===== config.mk =====
export PLATFORM = sky130hd
export DESIGN_NAME = seven_seg_scan_driver
export DESIGN_NICKNAME = d
export VERILOG_FILES = /design/src/rtl/seg_pkg.sv /design/src/rtl/bcd_to_7seg.sv /design/src/rtl/seven_seg_scan_driver.sv
export SDC_FILE = /design/constraint.sdc
export NUM_CORES = 1
export LEC_CHECK = 0
export CELL_PAD_IN_SITES_DETAIL_PLACEMENT = 0
export CELL_PAD_IN_SITES_GLOBAL_PLACEMENT = 1
export CORE_MARGIN = 5
export CORE_UTILIZATION = 40
export DETAILED_ROUTE_END_ITERATION = 12
export MAX_ROUTING_LAYER = met4
export PLACE_DENSITY_LB_ADDON = 0.1
export SETUP_SLACK_MARGIN = 0.2
export SYNTH_ARGS = -nofsm -noshare
export SYNTH_HDL_FRONTEND = slang
export SYNTH_SLANG_ARGS = --single-unit

===== constraint.sdc =====
create_clock -name clk -period 2.3 [get_ports clk]
set_clock_uncertainty 0.2 [all_clocks]
set_input_delay 0.23 -clock clk [delete_from_list [all_inputs] [get_ports clk]]
set_output_delay 0.23 -clock clk [all_outputs]
set_load 0.01 [all_outputs]

===== src/rtl/seg_pkg.sv =====
// Shared constants for the 7-segment scan driver.
// Segment patterns are active-low {g,f,e,d,c,b,a}.
package seg_pkg;

  localparam logic [6:0] SEG_BLANK = 7'h7F;
  localparam logic [6:0] SEG_0 = 7'h40;
  localparam logic [6:0] SEG_1 = 7'h79;
  localparam logic [6:0] SEG_2 = 7'h24;
  localparam logic [6:0] SEG_3 = 7'h30;
  localparam logic [6:0] SEG_4 = 7'h19;
  localparam logic [6:0] SEG_5 = 7'h12;
  localparam logic [6:0] SEG_6 = 7'h02;
  localparam logic [6:0] SEG_7 = 7'h78;
  localparam logic [6:0] SEG_8 = 7'h00;
  localparam logic [6:0] SEG_9 = 7'h10;

  localparam logic [3:0] ANODE_OFF = 4'hF;

  typedef enum logic {
    PH_ON  = 1'b0,
    PH_OFF = 1'b1
  } blink_phase_e;

endpackage


===== src/rtl/bcd_to_7seg.sv =====
// BCD nibble to active-low segment pattern.
// Nibbles A..F are not valid BCD and show blank.
module bcd_to_7seg
  import seg_pkg::*;
(
  input  logic [3:0] bcd,
  output logic [6:0] seg_n
);

  always_comb begin
    seg_n = SEG_BLANK;
    case (bcd)
      4'd0:    seg_n = SEG_0;
      4'd1:    seg_n = SEG_1;
      4'd2:    seg_n = SEG_2;
      4'd3:    seg_n = SEG_3;
      4'd4:    seg_n = SEG_4;
      4'd5:    seg_n = SEG_5;
      4'd6:    seg_n = SEG_6;
      4'd7:    seg_n = SEG_7;
      4'd8:    seg_n = SEG_8;
      4'd9:    seg_n = SEG_9;
      default: seg_n = SEG_BLANK;
    endcase
  end

endmodule


===== src/rtl/seven_seg_scan_driver.sv =====
// 4-digit multiplexed common-anode display driver with
// dead time, fixed dp, leading-zero blanking and blink.
module seven_seg_scan_driver
  import seg_pkg::*;
#(
  parameter int SCAN_DIV     = 50_000,
  parameter int DEAD_CYCLES  = 500,
  parameter int BLINK_FRAMES = 64,
  parameter int DP_DIGIT     = 2
) (
  input  logic        clk,
  input  logic        reset,
  input  logic [15:0] segments,
  input  logic        lz_blank,
  input  logic        blink_en,
  output logic [6:0]  seg_n,
  output logic        dp_n,
  output logic [3:0]  an_n,
  output logic        frame_tick
);

  localparam int PW = (SCAN_DIV > 1) ? $clog2(SCAN_DIV) : 1;
  localparam int FW = (BLINK_FRAMES > 1) ? $clog2(BLINK_FRAMES) : 1;
  localparam logic [PW-1:0] PRESC_MAX = PW'(SCAN_DIV - 1);
  localparam logic [PW:0]   DEAD      = (PW+1)'(DEAD_CYCLES);
  localparam logic [FW-1:0] FRAME_MAX = FW'(BLINK_FRAMES - 1);
  localparam logic [1:0]    DP_IDX    = 2'(DP_DIGIT);

  logic [PW-1:0] presc_q, presc_d;
  logic [1:0]    idx_q, idx_d;
  logic [15:0]   shadow_q, shadow_d;
  logic [FW-1:0] fcnt_q, fcnt_d;
  blink_phase_e  phase_q, phase_d;
  logic [6:0]    seg_q, seg_d;
  logic          dp_q, dp_d;
  logic [3:0]    an_q, an_d;
  logic          ft_q, ft_d;

  logic       slot_wrap;
  logic       frame_wrap;
  logic [3:0] nib;
  logic [6:0] pat;
  logic       dead;
  logic       blink_off;
  logic       lz_hit;

  assign nib = shadow_q[{idx_q, 2'b00} +: 4];

  bcd_to_7seg u_dec (
    .bcd   (nib),
    .seg_n (pat)
  );

  always_comb begin
    slot_wrap  = (presc_q == PRESC_MAX);
    frame_wrap = slot_wrap && (idx_q == 2'd0);
    dead       = ({1'b0, presc_q} < DEAD);
    blink_off  = blink_en && (phase_q == PH_OFF);
    lz_hit     = lz_blank && (idx_q == 2'd3) && (nib == 4'd0);

    presc_d  = slot_wrap ? '0 : presc_q + 1'b1;
    idx_d    = slot_wrap ? idx_q - 2'd1 : idx_q;
    shadow_d = frame_wrap ? segments : shadow_q;
    ft_d     = frame_wrap;

    fcnt_d  = fcnt_q;
    phase_d = phase_q;
    if (frame_wrap) begin
      if (fcnt_q == FRAME_MAX) begin
        fcnt_d  = '0;
        phase_d = (phase_q == PH_ON) ? PH_OFF : PH_ON;
      end else begin
        fcnt_d = fcnt_q + 1'b1;
      end
    end

    an_d  = ANODE_OFF;
    seg_d = SEG_BLANK;
    dp_d  = 1'b1;
    if (!dead && !blink_off) begin
      an_d  = ~(4'b0001 << idx_q);
      seg_d = lz_hit ? SEG_BLANK : pat;
      dp_d  = ~(idx_q == DP_IDX);
    end
  end

  always_ff @(posedge clk or posedge reset) begin
    if (reset) begin
      presc_q  <= '0;
      idx_q    <= 2'd3;
      shadow_q <= 16'h0000;
      fcnt_q   <= '0;
      phase_q  <= PH_ON;
      seg_q    <= SEG_BLANK;
      dp_q     <= 1'b1;
      an_q     <= ANODE_OFF;
      ft_q     <= 1'b0;
    end else begin
      presc_q  <= presc_d;
      idx_q    <= idx_d;
      shadow_q <= shadow_d;
      fcnt_q   <= fcnt_d;
      phase_q  <= phase_d;
      seg_q    <= seg_d;
      dp_q     <= dp_d;
      an_q     <= an_d;
      ft_q     <= ft_d;
    end
  end

  assign seg_n      = seg_q;
  assign dp_n       = dp_q;
  assign an_n       = an_q;
  assign frame_tick = ft_q;

endmodule


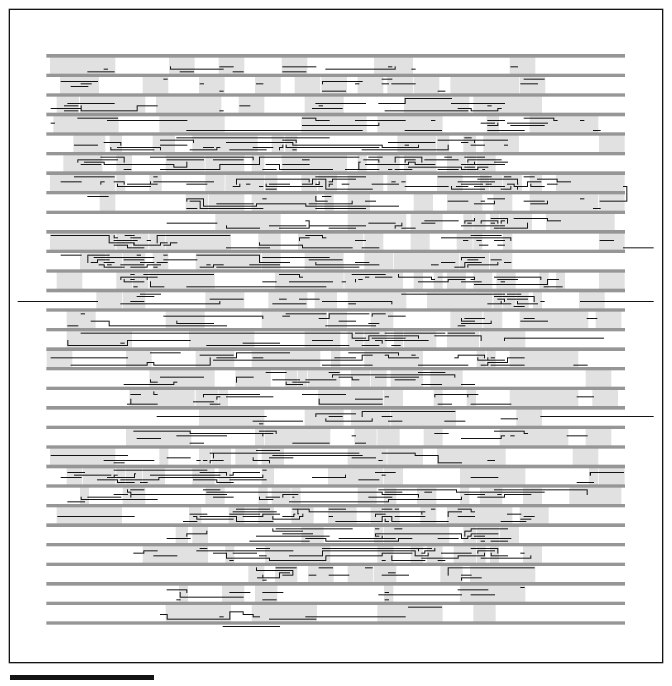
Fig. 1. Metal 1 (run 1).
Bar = 20 microns. Supply wires on this layer in gray.
wire length on this layer: 2,770 microns
share of all routed wire: 48%

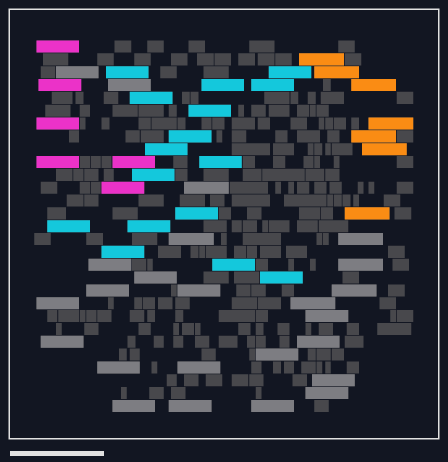
Fig. 2. Sequential cells grouped by signal name (run 1).
Bar = 20 microns.
| signal | color | sequential cells |
|---|---|---|
| `seg_n` | orange | 7 |
| `fcnt_q` | magenta | 6 |
| `shadow_q` | cyan | 16 |

==> ci_impl_report.md, run 1 <==
## Synthesis and layout report

| Metric | Value |
|---|---|
| Status | `finished clean` |
| Synth Net Count | `253` |
| Placed Cells | `332` |
| Area after DPL | `3050 sq um` |
| Post-synth ARST share | `1.00` |
| Grt ovf | `0` |
| Leak | `1.49 nW` |
| DIE AREA | `8230 sq um` |
| Layout fillers | `564` |
| Area leader, netlist | `dfrtp_1` |
| RSZ-0062 raised after global routing | `true` |
| I/O pin count | `33` |
| Fin Setup TNS | `0 ns` |
| Final setup fails | `0` |
| Yosys stat area | `2600 sq um` |
| Worst-case clock buffer depth | `2` |
| Skew-Pair Late Insertion Delay | `0.31 ns` |
| Number of synthesized register bits | `53` |
| Crit Path Category | `flip-flop to flip-flop` |
| Crit end category | `flip-flop` |
| Core utilization at floorplan | `0.410` |
| Antenna Nets Post-Route | `0` |
| DR vias/cell | `5.24` |
| Dominant Register Cell | `dfrtp_1` |
| Total GRT Usage | `0.143` |
| First-pass GRT wire length | `9230 microns` |
| DPL Wire Length | `3730 microns` |
| Clock slew at reported path FFs | `0.11 ns` |
| Final period util | `0.954` |
| Row count | `29` |
| Top cells by area | `dfrtp_1 38%, dfstp_2 13%, mux2_1 6.9%` |
| Synthesis-to-layout area growth | `30.3%` |
| CTS tree | `yes` |
| Die H | `90.7 microns` |
| Most numerous logic cell after layout | `dfrtp_1` |
| Synthesized cell area | `2600 sq um` |
| Vias post-DR | `1,860` |
| Mapped Avg Cell Area | `11.7 sq um` |
| Comb area | `1300 sq um` |
| H-tree lvl count | `2` |
| TritonCTS buffer count | `5` |
| Initial antenna violation count | `0` |
| Clock Sinks | `53` |
| Worst-margin pin slew | `0.478 ns` |
| CTS root buf | `clkbuf_8` |
| Slew Limit Fails | `0` |
| Syn Inst Count | `222` |
| Final hold viol count | `0` |
| Avg WL per Cell | `16.1 microns` |
| Worst relative slew slack | `0.677` |
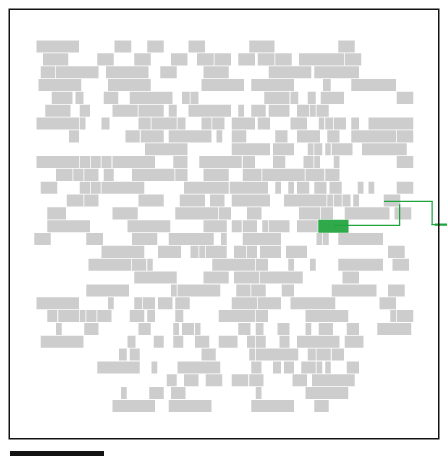
Fig. 3. Nets reached from selected ports (run 1).
Bar = 20 microns.
| port | color | bits | direction | edge | end cells | wire |
|---|---|---|---|---|---|---|
| `lz_blank` | green | 1 | input | right | 1 | 34.4 microns |

[run 1: critical path, cell delays in order (launching register included)]
cell and delay, ns:
dfstp_2 0.60, mux4_2 0.57, ha_4 0.18, or3b_4 0.36, a21oi_2 0.14, o21ai_1 0.08
[run 1: cells by family (layout without fill, tap and decap cells)]
kind of cell / Yosys count / count (layout) / synth area share
multiplexers: 20 / 20 / 0.104
XOR/XNOR: 16 / 16 / 0.0538
AND/OR/NAND/NOR: 70 / 72 / 0.155
flip-flops: 53 / 53 / 0.515
AND-OR/OR-AND: 32 / 32 / 0.0793
adder cells (fa/ha/maj): 11 / 11 / 0.0528
buffers and inverters: 20 / 74 / 0.0399
[run 1: metrics by stage]
step	setup slack (ns)	util	total power, mW	hold WS (ns)
after floorplan	0.0882	-	0.963	0.165
after global placement	0.108	0.481	1.01	0.255
after detailed placement	0.0315	0.481	1.01	0.264
after CTS	0.103	0.518	1.57	0.0850
after global routing	0.00166	0.534	1.62	0.105
final	0.105	0.534	1.54	0.0854
[run 1: layout make-up]
class | count | area share
Sequential cell | 53 | 0.396
Multi-Input combinational cell | 151 | 0.383
Timing Repair Buffer | 55 | 0.152
Tap cell | 77 | 0.0284
Clock buffer | 5 | 0.0203
Inverter | 11 | 0.0122
Clock inverter | 3 | 0.00774
[run 1: routing by layer]
layer / GRT usage / vias up / part of all wire
met5: - / - / 0
met4: 0.0372 / 0 / 0.0077
met3: 0.0267 / 6 / 0.032
met2: 0.223 / 36 / 0.47
met1: 0.191 / 915 / 0.48
li1: - / 903 / -
[run 1: what timing repair did]
action,CTS,global route
buffers inserted,10,3
gates resized,13,20
pin swaps,3,3
gates cloned,1,1
endpoints found under the hold margin,0,0
endpoints found under the setup margin,24,27
[run 1: where the power goes]
group          switching, mW  total [mW]  internal (mW)
Clock                  0.325       0.548          0.222
Combinational         0.0246      0.0570         0.0324
Sequential                 0       0.932          0.932
[run 1: state kept, by name, indices dropped and copies added (netlist names)]
signal	cells
frame_tick	1
seg_n	7
fcnt_q	6
an_n	4
idx_q	2
shadow_q	16
presc_q	16
phase_q	1
[run 1: final timing paths]
check / startpoint / end / slack (ns)
min in group clk: segments[14] / shadow_q[14] / 0.28
setup / recovery: idx_q[0] / seg_n[3] / 0.10
setup reg to reg: idx_q[0] / seg_n[3] / 0.10
max in group asynchronous: reset / seg_n[2] / 1.53
hold reg to reg: presc_q[0] / presc_q[0] / 0.29
hold / removal: reset / presc_q[13] / 0.09
[run 1: cell usage after synthesis, types with 3 or more instances]
master	instances
inv_1	11
o21ai_1	3
nand2_1	8
nor2_1	18
nand2b_1	3
ha_1	11
dfrtp_1	40
and4_1	3
nand4_1	5
dfstp_2	13
a31oi_1	3
xor2_1	8
nand3_1	9
xnor2_1	8
o21ai_0	6
a211oi_1	3
a21oi_1	7
and3_1	4
buf_4	3
or3_1	5
mux4_2	4
mux2_1	16
--- run 2 (diff from run 1) ---
--- a/config.mk
+++ b/config.mk
@@ -10,6 +10,7 @@
 export CORE_MARGIN = 5
 export CORE_UTILIZATION = 40
 export DETAILED_ROUTE_END_ITERATION = 12
+export GPL_ROUTABILITY_DRIVEN = 0
 export MAX_ROUTING_LAYER = met4
 export PLACE_DENSITY_LB_ADDON = 0.1
 export SETUP_SLACK_MARGIN = 0.2
==> ci_impl_report.md, run 2 <==
## Synthesis and layout report

| Metric | Value |
|---|---|
| Worst relative slew slack | `0.677` |
| Yosys stat area | `2600 sq um` |
| Dominant Register Cell | `dfrtp_1` |
| RSZ-0062 raised after global routing | `true` |
| Most frequent cells after synthesis | `40 x dfrtp_1, 18 x nor2_1, 16 x mux2_1, 13 x dfstp_2` |
| Worst-case clock buffer depth | `2` |
| Worst-margin pin slew | `0.478 ns` |
| Status | `finished clean` |
| Synthesis-to-layout area growth | `30.3%` |
| Synth Net Count | `253` |
| Grt ovf | `0` |
| H-tree lvl count | `2` |
| Post-synth ARST share | `1.00` |
| TritonCTS buffer count | `5` |
| Clock slew at reported path FFs | `0.11 ns` |
| Vias in the first global route | `1,845` |
| Initial antenna violation count | `0` |
| First-pass GRT wire length | `9230 microns` |
| Core utilization at floorplan | `0.410` |
| Crit end category | `flip-flop` |
| DPL Wire Length | `3730 microns` |
| Vias post-DR | `1,860` |
| Syn Inst Count | `222` |
| Final hold viol count | `0` |
| Leak | `1.49 nW` |
| Hold slack | `0.0854 ns` |
| Final period util | `0.954` |
| Slew Limit Fails | `0` |
| Area leader, netlist | `dfrtp_1` |
| Die H | `90.7 microns` |
| Count of different cell masters after synthesis | `44` |
| Avg WL per Cell | `16.1 microns` |
| DIE AREA | `8230 sq um` |
| CTS root buf | `clkbuf_8` |
| Number of synthesized register bits | `53` |
| Skew-Pair Late Insertion Delay | `0.31 ns` |
| Layout Nets | `308` |
| Mapped Avg Cell Area | `11.7 sq um` |
| Final setup fails | `0` |
| Most common cell in the netlist | `dfrtp_1` |
| Antenna Nets Post-Route | `0` |
| Synthesized cell area | `2600 sq um` |
| Top cells by area | `dfrtp_1 38%, dfstp_2 13%, mux2_1 6.9%` |
| Fin Setup TNS | `0 ns` |
| Crit Path Category | `flip-flop to flip-flop` |
| Most numerous logic cell after layout | `dfrtp_1` |
| CTS tree | `yes` |
| DR vias/cell | `5.24` |
| Final Util | `0.534` |
run 2: cell counts after synthesis:
No cell type changed its count.
run 2: critical path, cell delays in order (launching register included):
cell and delay, ns:
dfstp_2 0.60, mux4_2 0.57, ha_4 0.18, or3b_4 0.36
a21oi_2 0.14, o21ai_1 0.08
run 2: logic make-up (layout without fill, tap and decap cells):
family | count (synthesis) | in the layout | synth area share
xor+xnor | 16 | 16 | 0.0538
mux | 20 | 20 | 0.104
compound gates | 32 | 32 | 0.0793
fa+ha+maj | 11 | 11 | 0.0528
simple gates | 70 | 72 | 0.155
buf+inv | 20 | 74 | 0.0399
flops | 53 | 53 | 0.515
run 2: per-stage QoR:
stage	cells	cell area (sq um)	setup WS [ns]
2_1_floorplan	222	2620	0.0882
3_3_place_gp	332	3050	0.108
3_5_place_dp	332	3050	0.0315
4_1_cts	351	3290	0.103
5_1_grt	355	3390	0.00166
6_report	355	3390	0.105
run 2: worst paths after layout:
check                             start           end  slack (ns)  cells after the start
hold / removal                    reset   presc_q[13]        0.09                      3
min in group clk           segments[14]  shadow_q[14]        0.28                      3
setup reg to reg               idx_q[0]      seg_n[3]        0.10                      5
hold reg to reg              presc_q[0]    presc_q[0]        0.29                      1
setup / recovery               idx_q[0]      seg_n[3]        0.10                      5
max in group asynchronous         reset      seg_n[2]        1.53                      3
run 2: power by group:
part	total (mW)	switching, mW	internal (mW)
Combinational	0.0570	0.0246	0.0324
Sequential	0.932	0	0.932
Clock	0.548	0.325	0.222
run 2: what timing repair did:
action	CTS	global route
setup endpoints to repair	24	27
gates resized	13	20
buffers inserted	10	3
pin swaps	3	3
gates cloned	1	1
hold buffers	0	0
run 2: final cells by class:
type | count | area (sq um)
inverters | 11 | 41.3
well taps | 77 | 96.3
multi-input cells | 151 | 1300
clock inverters | 3 | 26.3
clock buffers | 5 | 68.8
flip-flops and latches | 53 | 1340
fillers | 564 | 2960
repair buffers | 55 | 517
run 2: metal layers:
metal | routed length, microns | vias up | GRT usage
li1 | - | 903 | -
met1 | 2770 | 915 | 0.191
met2 | 2710 | 36 | 0.223
met3 | 184 | 6 | 0.0267
met4 | 44 | 0 | 0.0372
met5 | 0 | - | -
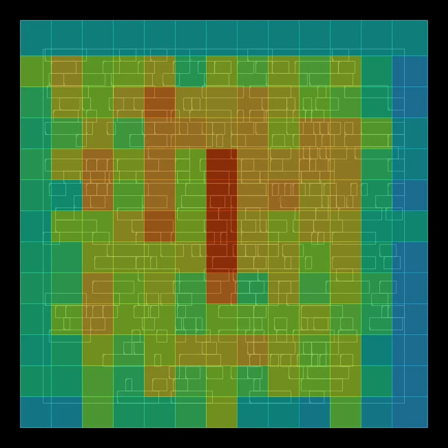
Fig. 4. Routing congestion map (run 2).
GRT met3 Usage: 0.0267
Total GRT Usage: 0.143

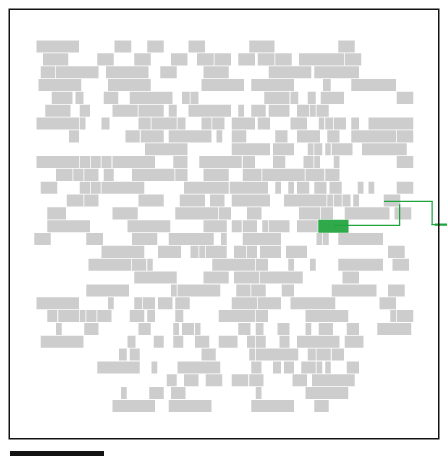
Fig. 5. Nets reached from selected ports (run 2).
Bar = 20 microns.
| port | color | bits | direction | edge | end cells | wire |
|---|---|---|---|---|---|---|
| `lz_blank` | green | 1 | input | right | 1 | 34.4 microns |

No activity file was given, so power comes from the tool's default toggle rates.
